===== src/rtl/alu_seq.sv =====
// alu_seq: multi-cycle ALU between the BR/ACC datapath and the control unit.
// A one-cycle start launches an operation on operands latched at accept.
// Single-cycle ops take one execute cycle; MPY runs an iterative signed
// shift-add multiplier for WIDTH cycles before its execute cycle.
//
// Ports:
//   clk       - rising-edge clock
//   rst       - asynchronous active-low reset
//   start     - launch request, honoured only while busy is low
//   op        - operation code (0..9 legal, 10..15 flagged ERR)
//   a, b      - signed operands (a = ACC side, b = BR side)
//   busy      - operation in flight
//   done      - one-cycle completion pulse
//   result    - low result word (to ACC)
//   result_hi - high product word (to MR), zero for non-MPY ops
//   flags     - {ERR, 3'b000, V, C, Z, N}
`timescale 1ns/1ps
module alu_seq #(
  parameter int WIDTH = 16
) (
  input  logic                    clk,
  input  logic                    rst,
  input  logic                    start,
  input  logic [3:0]              op,
  input  logic signed [WIDTH-1:0] a,
  input  logic signed [WIDTH-1:0] b,
  output logic                    busy,
  output logic                    done,
  output logic [WIDTH-1:0]        result,
  output logic [WIDTH-1:0]        result_hi,
  output logic [7:0]              flags
);

  localparam int CNT_W = $clog2(WIDTH);
  localparam logic [CNT_W-1:0] CNT_LAST = CNT_W'(WIDTH - 1);

  localparam logic [3:0] OP_ADD = 4'd0;
  localparam logic [3:0] OP_SUB = 4'd1;
  localparam logic [3:0] OP_AND = 4'd2;
  localparam logic [3:0] OP_OR  = 4'd3;
  localparam logic [3:0] OP_NOT = 4'd4;
  localparam logic [3:0] OP_SLL = 4'd5;
  localparam logic [3:0] OP_SRL = 4'd6;
  localparam logic [3:0] OP_SLA = 4'd7;
  localparam logic [3:0] OP_SRA = 4'd8;
  localparam logic [3:0] OP_MPY = 4'd9;

  typedef enum logic [1:0] {IDLE, EXEC, MUL, DONE} state_t;

  // Control state (reset)
  state_t           state_q, state_d;
  logic             launch_q, launch_d;
  logic [CNT_W-1:0] cnt_q, cnt_d;
  logic [WIDTH-1:0] result_q, result_d;
  logic [WIDTH-1:0] result_hi_q, result_hi_d;
  logic [7:0]       flags_q, flags_d;

  // Operand and multiplier datapath (not reset)
  logic [3:0]              op_q, op_d;
  logic signed [WIDTH-1:0] a_q, a_d;
  logic signed [WIDTH-1:0] b_q, b_d;
  logic signed [WIDTH-1:0] mh_q, mh_d;
  logic [WIDTH-1:0]        ml_q, ml_d;

  logic             busy_int;
  logic             accept;
  logic [WIDTH:0]   mul_sum;
  logic [WIDTH:0]   add_sum;
  logic [WIDTH-1:0] alu_res;
  logic [WIDTH-1:0] alu_hi;
  logic             fl_n, fl_z, fl_c, fl_v, fl_err;

  function automatic logic [7:0] pack_flags(input logic err, input logic v,
                                            input logic c, input logic z,
                                            input logic n);
    return {err, 3'b000, v, c, z, n};
  endfunction

  // launch_q marks the cycle after accept: operands are captured and the
  // op is decoded before entering EXEC or MUL.
  assign busy_int = launch_q || (state_q == EXEC) || (state_q == MUL);
  assign accept   = start && !busy_int;

  // State register
  always_ff @(posedge clk or negedge rst) begin
    if (!rst) begin
      state_q     <= IDLE;
      launch_q    <= 1'b0;
      cnt_q       <= '0;
      result_q    <= '0;
      result_hi_q <= '0;
      flags_q     <= '0;
    end else begin
      state_q     <= state_d;
      launch_q    <= launch_d;
      cnt_q       <= cnt_d;
      result_q    <= result_d;
      result_hi_q <= result_hi_d;
      flags_q     <= flags_d;
    end
  end

  always_ff @(posedge clk) begin
    op_q <= op_d;
    a_q  <= a_d;
    b_q  <= b_d;
    mh_q <= mh_d;
    ml_q <= ml_d;
  end

  // Next-state logic
  always_comb begin
    state_d  = state_q;
    launch_d = 1'b0;
    cnt_d    = cnt_q;
    case (state_q)
      IDLE: begin
        if (launch_q) begin
          state_d = (op_q == OP_MPY) ? MUL : EXEC;
          cnt_d   = '0;
        end
      end
      EXEC: state_d = DONE;
      MUL: begin
        cnt_d = cnt_q + 1'b1;
        // The product is finished after the last iteration; EXEC then
        // derives the flags from it like any other op.
        if (cnt_q == CNT_LAST) begin
          state_d = EXEC;
          cnt_d   = '0;
        end
      end
      DONE:    state_d = IDLE;
      default: state_d = IDLE;
    endcase
    if (accept) begin
      launch_d = 1'b1;
    end
  end

  // Operand capture and shift-add multiplier: {mh, ml} starts as {0, b};
  // each step adds a when the low bit is set (subtracts on the sign bit's
  // step, which carries negative weight) and shifts right arithmetically.
  always_comb begin
    op_d    = op_q;
    a_d     = a_q;
    b_d     = b_q;
    mh_d    = mh_q;
    ml_d    = ml_q;
    mul_sum = {mh_q[WIDTH-1], mh_q};
    if (ml_q[0]) begin
      if (cnt_q == CNT_LAST) begin
        mul_sum = {mh_q[WIDTH-1], mh_q} - {a_q[WIDTH-1], a_q};
      end else begin
        mul_sum = {mh_q[WIDTH-1], mh_q} + {a_q[WIDTH-1], a_q};
      end
    end
    if (accept) begin
      op_d = op;
      a_d  = a;
      b_d  = b;
      mh_d = '0;
      ml_d = b;
    end else if (state_q == MUL) begin
      mh_d = mul_sum[WIDTH:1];
      ml_d = {mul_sum[0], ml_q[WIDTH-1:1]};
    end
  end

  // Output logic: result evaluation and commit at the EXEC -> DONE edge
  always_comb begin
    alu_res = '0;
    alu_hi  = '0;
    add_sum = '0;
    fl_c    = 1'b0;
    fl_v    = 1'b0;
    fl_err  = 1'b0;
    case (op_q)
      OP_ADD: begin
        add_sum = {1'b0, a_q} + {1'b0, b_q};
        alu_res = add_sum[WIDTH-1:0];
        fl_c    = add_sum[WIDTH];
        fl_v    = (a_q[WIDTH-1] == b_q[WIDTH-1]) && (alu_res[WIDTH-1] != a_q[WIDTH-1]);
      end
      OP_SUB: begin
        // Bit WIDTH of the extended difference is the unsigned borrow.
        add_sum = {1'b0, a_q} - {1'b0, b_q};
        alu_res = add_sum[WIDTH-1:0];
        fl_c    = add_sum[WIDTH];
        fl_v    = (a_q[WIDTH-1] != b_q[WIDTH-1]) && (alu_res[WIDTH-1] != a_q[WIDTH-1]);
      end
      OP_AND: alu_res = a_q & b_q;
      OP_OR:  alu_res = a_q | b_q;
      OP_NOT: alu_res = ~a_q;
      OP_SLL: begin
        alu_res = {a_q[WIDTH-2:0], 1'b0};
        fl_c    = a_q[WIDTH-1];
      end
      OP_SRL: begin
        alu_res = {1'b0, a_q[WIDTH-1:1]};
        fl_c    = a_q[0];
      end
      OP_SLA: begin
        alu_res = {a_q[WIDTH-2:0], 1'b0};
        fl_c    = a_q[WIDTH-1];
        fl_v    = a_q[WIDTH-1] ^ a_q[WIDTH-2];
      end
      OP_SRA: begin
        alu_res = {a_q[WIDTH-1], a_q[WIDTH-1:1]};
        fl_c    = a_q[0];
      end
      OP_MPY: begin
        alu_res = ml_q;
        alu_hi  = mh_q;
        // Fits in WIDTH bits only if the high word is pure sign extension.
        fl_v    = (mh_q != {WIDTH{ml_q[WIDTH-1]}});
      end
      default: fl_err = 1'b1;
    endcase
    // alu_hi is zero outside MPY, so this is result==0 there and the full
    // product test for MPY.
    fl_z = (alu_res == '0) && (alu_hi == '0) && !fl_err;
    fl_n = alu_res[WIDTH-1];

    result_d    = result_q;
    result_hi_d = result_hi_q;
    flags_d     = flags_q;
    if (state_q == EXEC) begin
      result_d    = alu_res;
      result_hi_d = alu_hi;
      flags_d     = pack_flags(fl_err, fl_v, fl_c, fl_z, fl_n);
    end

    busy      = busy_int;
    done      = (state_q == DONE);
    result    = result_q;
    result_hi = result_hi_q;
    flags     = flags_q;
  end

endmodule


===== config.mk =====
export PLATFORM = sky130hd
export DESIGN_NAME = alu_seq
export DESIGN_NICKNAME = d
export VERILOG_FILES = /design/src/rtl/alu_seq.sv
export SDC_FILE = /design/constraint.sdc
export NUM_CORES = 1
export LEC_CHECK = 0
export CORE_MARGIN = 2
export CORE_UTILIZATION = 53
export DETAILED_ROUTE_END_ITERATION = 12
export PLACE_DENSITY = 0.83
export SYNTH_ARGS = -nofsm -noshare
export SYNTH_HDL_FRONTEND = slang
export SYNTH_SLANG_ARGS = --single-unit

===== constraint.sdc =====
create_clock -name clk -period 3.7 [get_ports clk]
set_clock_uncertainty 0.1 [all_clocks]
set_input_delay 0.74 -clock clk [delete_from_list [all_inputs] [get_ports clk]]
set_output_delay 0.74 -clock clk [all_outputs]
set_load 0.05 [all_outputs]

**Run 1: a small window of the routed layout**

Window x 20 to 45, y 86 to 111 um. Cells in grey, sequential cells in the stronger grey; small squares are vias.
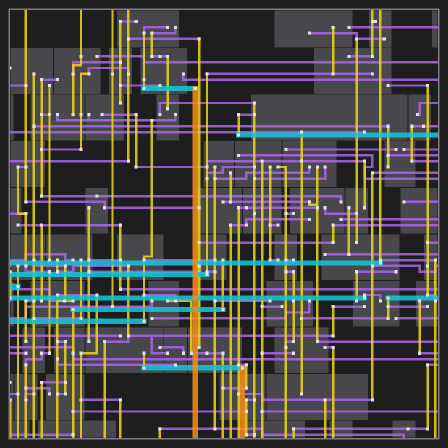
- M3: cyan
- M4: orange
- M2: yellow
- M1: purple
- sequential cells in the window: 0
- most frequent: nor2_1 (7), ha_1 (5), a21oi_1 (3)
- cells with their middle in the window: 43

**Run 1: drive-strength map**

(3 px per um)
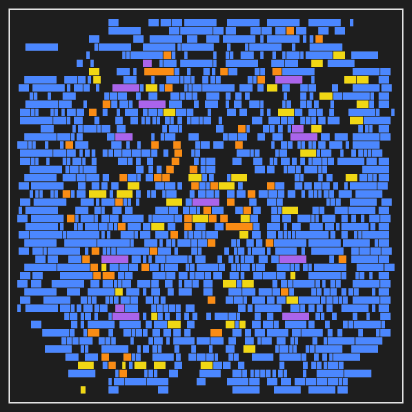
- x6 and larger: purple (cells 13; share 1.2%; most used clkbuf_16)
- x1 and smaller: blue (cells 940; share 89%; most used nand2_1)
- x3 and x4: orange (cells 57; share 5.4%; most used buf_4)
- x2: yellow (cells 45; share 4.3%; most used mux2_2)
post-route cell area: 10000 um2
area grow syn2layout: 17.7%
count of plain and timing-repair buffers: 128
setup ws final: 74.7 ps

**Run 1: cell classes on the final placement**

(3 px per um)
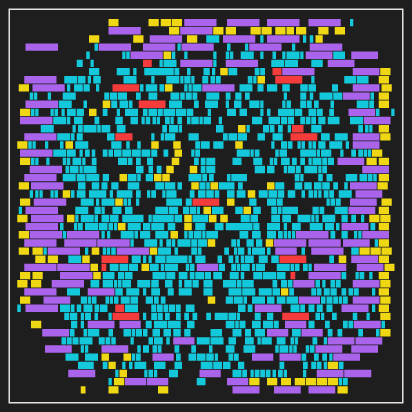
- remaining logic cells: cyan (cells 800)
- remaining buffers and delay cells: yellow (cells 128)
- registers: purple (cells 111)
- clock drivers and dummy loads: red (cells 16)
core area: 15800 um2
flop share of the area: 0.295
FP Rows: 46
final core occ: 0.635

## run 1: per-layer routing
metal,up-vias,track usage,wire [um]
met1,3725,0.438,11200
li1,3717,-,-
met5,-,0,0
met4,0,0.108,731
met2,404,0.445,10700
met3,59,0.0362,2250
## run 1: worst paths after layout
kind / startpoint / endpoint / slack [ps] / cells past startpoint
setup / recovery: a_q[0]$_DFFE_PP_ / flags[1]$_DFFE_PN0P_ / 70 / 13
hold reg to reg: flags[7]$_DFFE_PN0P_ / flags[7]$_DFFE_PN0P_ / 390 / 1
max in group asynchronous: rst / result[11]$_DFFE_PN0P_ / 2470 / 1
min in group asynchronous: rst / cnt_q[2]$_DFFE_PN0P_ / 410 / 1
setup reg to reg: a_q[0]$_DFFE_PP_ / flags[1]$_DFFE_PN0P_ / 70 / 13
hold / removal: flags[7]$_DFFE_PN0P_ / flags[7]$_DFFE_PN0P_ / 390 / 1
## run 1: registers in the layout, summed over array words and instances (netlist names)
signal / flops
a_q: 16
b_q: 16
mh_q: 16
ml_q: 16
result_hi: 16
result: 15
flags: 5
cnt_q: 4
op_q: 4
state_q: 2
launch_q: 1
## run 1: per-stage QoR
stage,hold slack [ps],std cells
floorplan,344,968
global placement,361,1254
detailed placement,372,1254
CTS,388,1270
global route,419,1271
finish,385,1271
## run 1: cell type report
| cell class | count | area, um2 | area share |
|---|---|---|---|
| Timing Repair Buffer | 128 | 1150 | 0.115 |
| Tap cell | 216 | 270 | 0.0270 |
| Sequential cell | 111 | 2960 | 0.295 |
| Clock buffer | 9 | 225 | 0.0225 |
| Multi-Input combinational cell | 718 | 5040 | 0.503 |
| Inverter | 82 | 308 | 0.0307 |
| Clock inverter | 7 | 63.8 | 0.00637 |
## run 1: critical path, stage by stage, from the launching register on
cell	delay [ps]
edfxtp_1	430
inv_1	160
ha_1	190
inv_1	60
fa_1	400
nor2b_1	170
o31ai_1	330
o221a_2	240
o211ai_1	210
a211oi_1	570
nand4_1	210
nor4_2	180
nand4b_1	150
o22ai_2	130
## run 1: timing repair
action,CTS,global route
gates resized,0,8
buffers inserted,0,1
hold endpoints to repair,0,0
setup endpoints to repair,0,4
## run 1: logic make-up (layout without fill, tap and decap cells)
logic type      Yosys count  count (layout)  synth area share
simple gates            306             306             0.179
buf+inv                 139             226            0.0671
xor+xnor                 30              30            0.0309
compound gates          288             288             0.241
other cells               1               3          0.000441
fa+ha+maj                74              74             0.111
mux                      17              17            0.0218
flops                   111             111             0.348
## run 1: power groups by stage
| stage | Sequential, mW | Combinational, mW | Clock, mW |
|---|---|---|---|
| 3_3_place_gp | 2.22 | 4.75 | 0 |
| 4_1_cts | 2.22 | 4.83 | 0.973 |
| 2_1_floorplan | 2.49 | 3.06 | 0 |
| 6_report | 2.23 | 4.93 | 0.969 |
| 5_1_grt | 2.27 | 5.36 | 1.02 |
| 3_5_place_dp | 2.24 | 4.80 | 0 |
==> flow_metrics.py, run 1 <==
# Physical implementation metrics
metrics = {
    "final_timing": {
        "fin_tns_setup_ps": 0,
        "setup_viol": 0,
        "timing.final.crit_share": 0.980,
        "worst_pin_slew_ps": 1090,
    },
    "setup_path": {
        "cp.required_ps": 3890,
        "critPathMaxFanout": 4,
        "crit_type": "register to register",
    },
    "finish": {
        "nNetsFinal": 1163,
        "nFillCells": 1407,
    },
    "yosys": {
        "yosys-stat-cells": 966,
        "synth_area_per_cell_um2": 8.81,
        "ys_top_cells_by_area": "edfxtp_1, dfrtp_1, ha_1, nand2_1, dfxtp_1",
    },
    "outcome": {
        "status": "finished, final reports clean",
    },
    "worst_hold_path": {
        "hp-class": "register to register",
    },
    "pwr": {
        "p_sw_mw": 3.98,
        "p_seq_frac": 0.274,
        "intPower_mw": 4.14,
        "max-vdd-ir-drop_mv": 0.388,
        "power_frac_comb": 0.607,
    },
    "clock_tree": {
        "root_buffer": "clkbuf_16",
        "ctsHoldBuffers": 0,
        "path_clk_slew_ps": 80,
        "htree_num_levels": 3,
        "clock-sinks": 111,
    },
    "run": {
        "cap_violations": 0,
    },
    "die": {
        "die_y_um": 131,
    },
    "route": {
        "drt-total-wl_mm": 24.9,
        "via_per_inst": 6.22,
    },
    "placed_design": {
        "dpl_worst_slack_ps": 35.3,
        "dpl-instance-area_um2": 9690,
    },
}
**Run 1: metal 1**

(4 px per um)
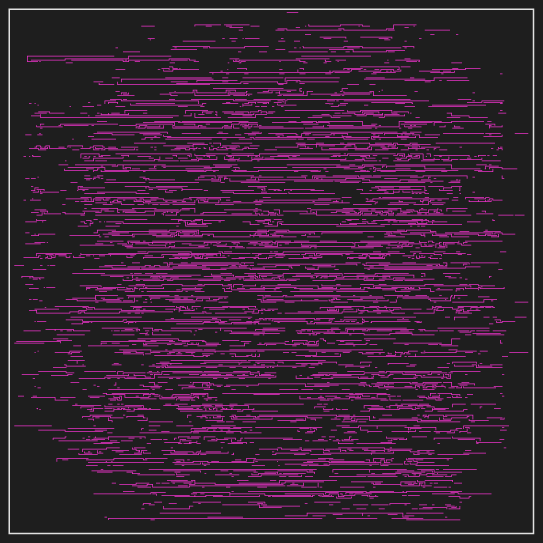

--- run 2 (diff from run 1) ---
- RECOVER_POWER: not set -> 50
**Run 2: metal 1**

(4 px per um)
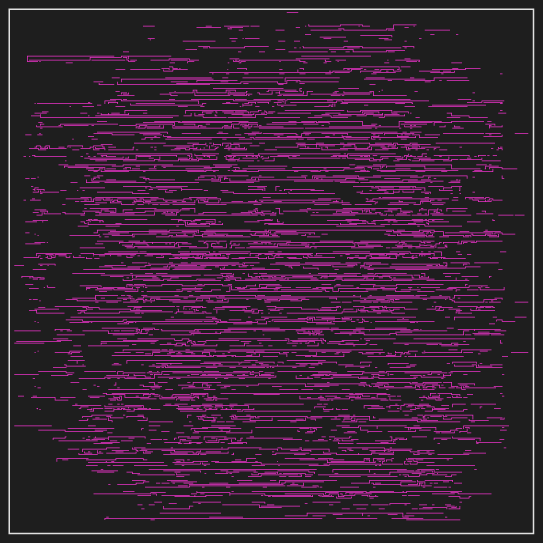
- share of all routed wire: 45%
- longest straight run: 54.3 um
overall routed net length: 24.8 mm
met1 Use GR: 0.438
total vias in the final route: 7934

==> run 2 against run 1 <==
Against the previous run:
- the run now ends with max-capacitance violations, max-slew violations left
- die size is the same
- worst setup slack improved by 4.4 ps
- critical path type unchanged
- hold slack better by 1.7 ps
- largest power group unchanged
- global-route usage unchanged
- critical path depth unchanged
- via count up 0.37%
- total power hardly changed
==> flow_metrics.py, run 2 <==
# Physical implementation metrics
metrics = {
    "outcome": {
        "status": "finished with violations",
        "violations": "max-capacitance violations, max-slew violations",
    },
    "yosys": {
        "yosys-stat-cells": 966,
    },
    "setup_path": {
        "cpMostUsedCell": "inv_1",
        "crit_path_end": "flags[1]$_DFFE_PN0P_",
        "reg2reg_slack_ps": 80,
        "r2r_end": "flags[1]$_DFFE_PN0P_",
        "critPathMaxFanout": 4,
        "crit_buf_inv": 2,
        "cp_cell_sequence": "inv_1, ha_1, inv_1, fa_1, nor2b_1, o31ai_1, o221a_2, o211ai_1, a211oi_1, nand4_1, nor4_2, nand4b_1, o22ai_2",
        "cp_num_cells": 13,
        "reg2regPathDepth": 13,
        "r2r_start": "a_q[0]$_DFFE_PP_",
        "cpPeakStageDelay_ps": 550,
    },
    "pwr": {
        "max-vdd-ir-drop_mv": 0.379,
    },
    "run": {
        "cap_violations": 1,
    },
    "die": {
        "core_um2": 15800,
        "die_y_um": 131,
        "rows": 46,
    },
    "finish": {
        "layout.cells.non_filler": 1271,
        "nNetsFinal": 1163,
    },
    "clock_tree": {
        "htree_num_levels": 3,
    },
    "worst_hold_path": {
        "hold_start": "flags[3]$_DFFE_PN0P_",
    },
    "final_timing": {
        "final_max_slew_viol_count": 44,
    },
    "placed_design": {
        "placedCellCount": 1254,
    },
}
[run 2: worst min path at each step]
stage / to / slack [ps] / cells after the start
after global placement: flags[7]$_DFFE_PN0P_ / 360 / 1
after CTS: flags[7]$_DFFE_PN0P_ / 390 / 1
after global routing: flags[3]$_DFFE_PN0P_ / 420 / 1
after detailed placement: flags[7]$_DFFE_PN0P_ / 370 / 1
final: flags[3]$_DFFE_PN0P_ / 390 / 1
after floorplan: cnt_q[0]$_DFFE_PN0P_ / 340 / 0
[run 2: power breakdown]
| group | switching, mW | leakage (nW) | internal [mW] |
|---|---|---|---|
| Sequential | 0.421 | 1.18 | 1.81 |
| Combinational | 3.07 | 2.83 | 1.86 |
| Clock | 0.497 | 0.145 | 0.472 |
[run 2: layout make-up]
class                      instances  area, um2
clock buffer                       9        225
timing repair buffer             128       1140
tap                              216        270
fill                            1410       5760
sequential                       111       2960
inverter                          82        308
multi-input combinational        718       5040
clock inverter                     7       63.8
[run 2: per-stage QoR]
stage                     setup slack (ps)  power (mW)  area, um2  setup TNS (ps)   util
after detailed placement              35.3        7.03       9690               0  0.614
after floorplan                        187        5.54       8510               0      -
final                                 79.1        8.12      10000               0  0.635
after global placement                85.8        6.97       9690               0  0.614
after global routing                  -125        8.65      10000            -179  0.635
after CTS                             5.12        8.02       9980               0  0.633
[run 2: cells by family (layout without fill, tap and decap cells)]
logic type      Yosys count  after routing  synth area share
compound gates          288            288             0.241
xor+xnor                 30             30            0.0309
fa+ha+maj                74             74             0.111
buf+inv                 139            226            0.0671
flops                   111            111             0.348
mux                      17             17            0.0218
other cells               1              3          0.000441
simple gates            306            306             0.179
[run 2: layer usage]
layer	vias up	track usage	routed length, um
li1	3714	-	-
met2	414	0.445	10700
met3	67	0.0362	2100
met5	-	0	0
met1	3739	0.438	11300
met4	0	0.108	734
[run 2: timing repair]
action / 4_1_cts / 5_1_grt
gates resized: 0 / 8
buffers inserted: 0 / 1
setup endpoints to repair: 0 / 4
hold buffers: 0 / 0
No activity file was given, so power comes from the tool's default toggle rates.
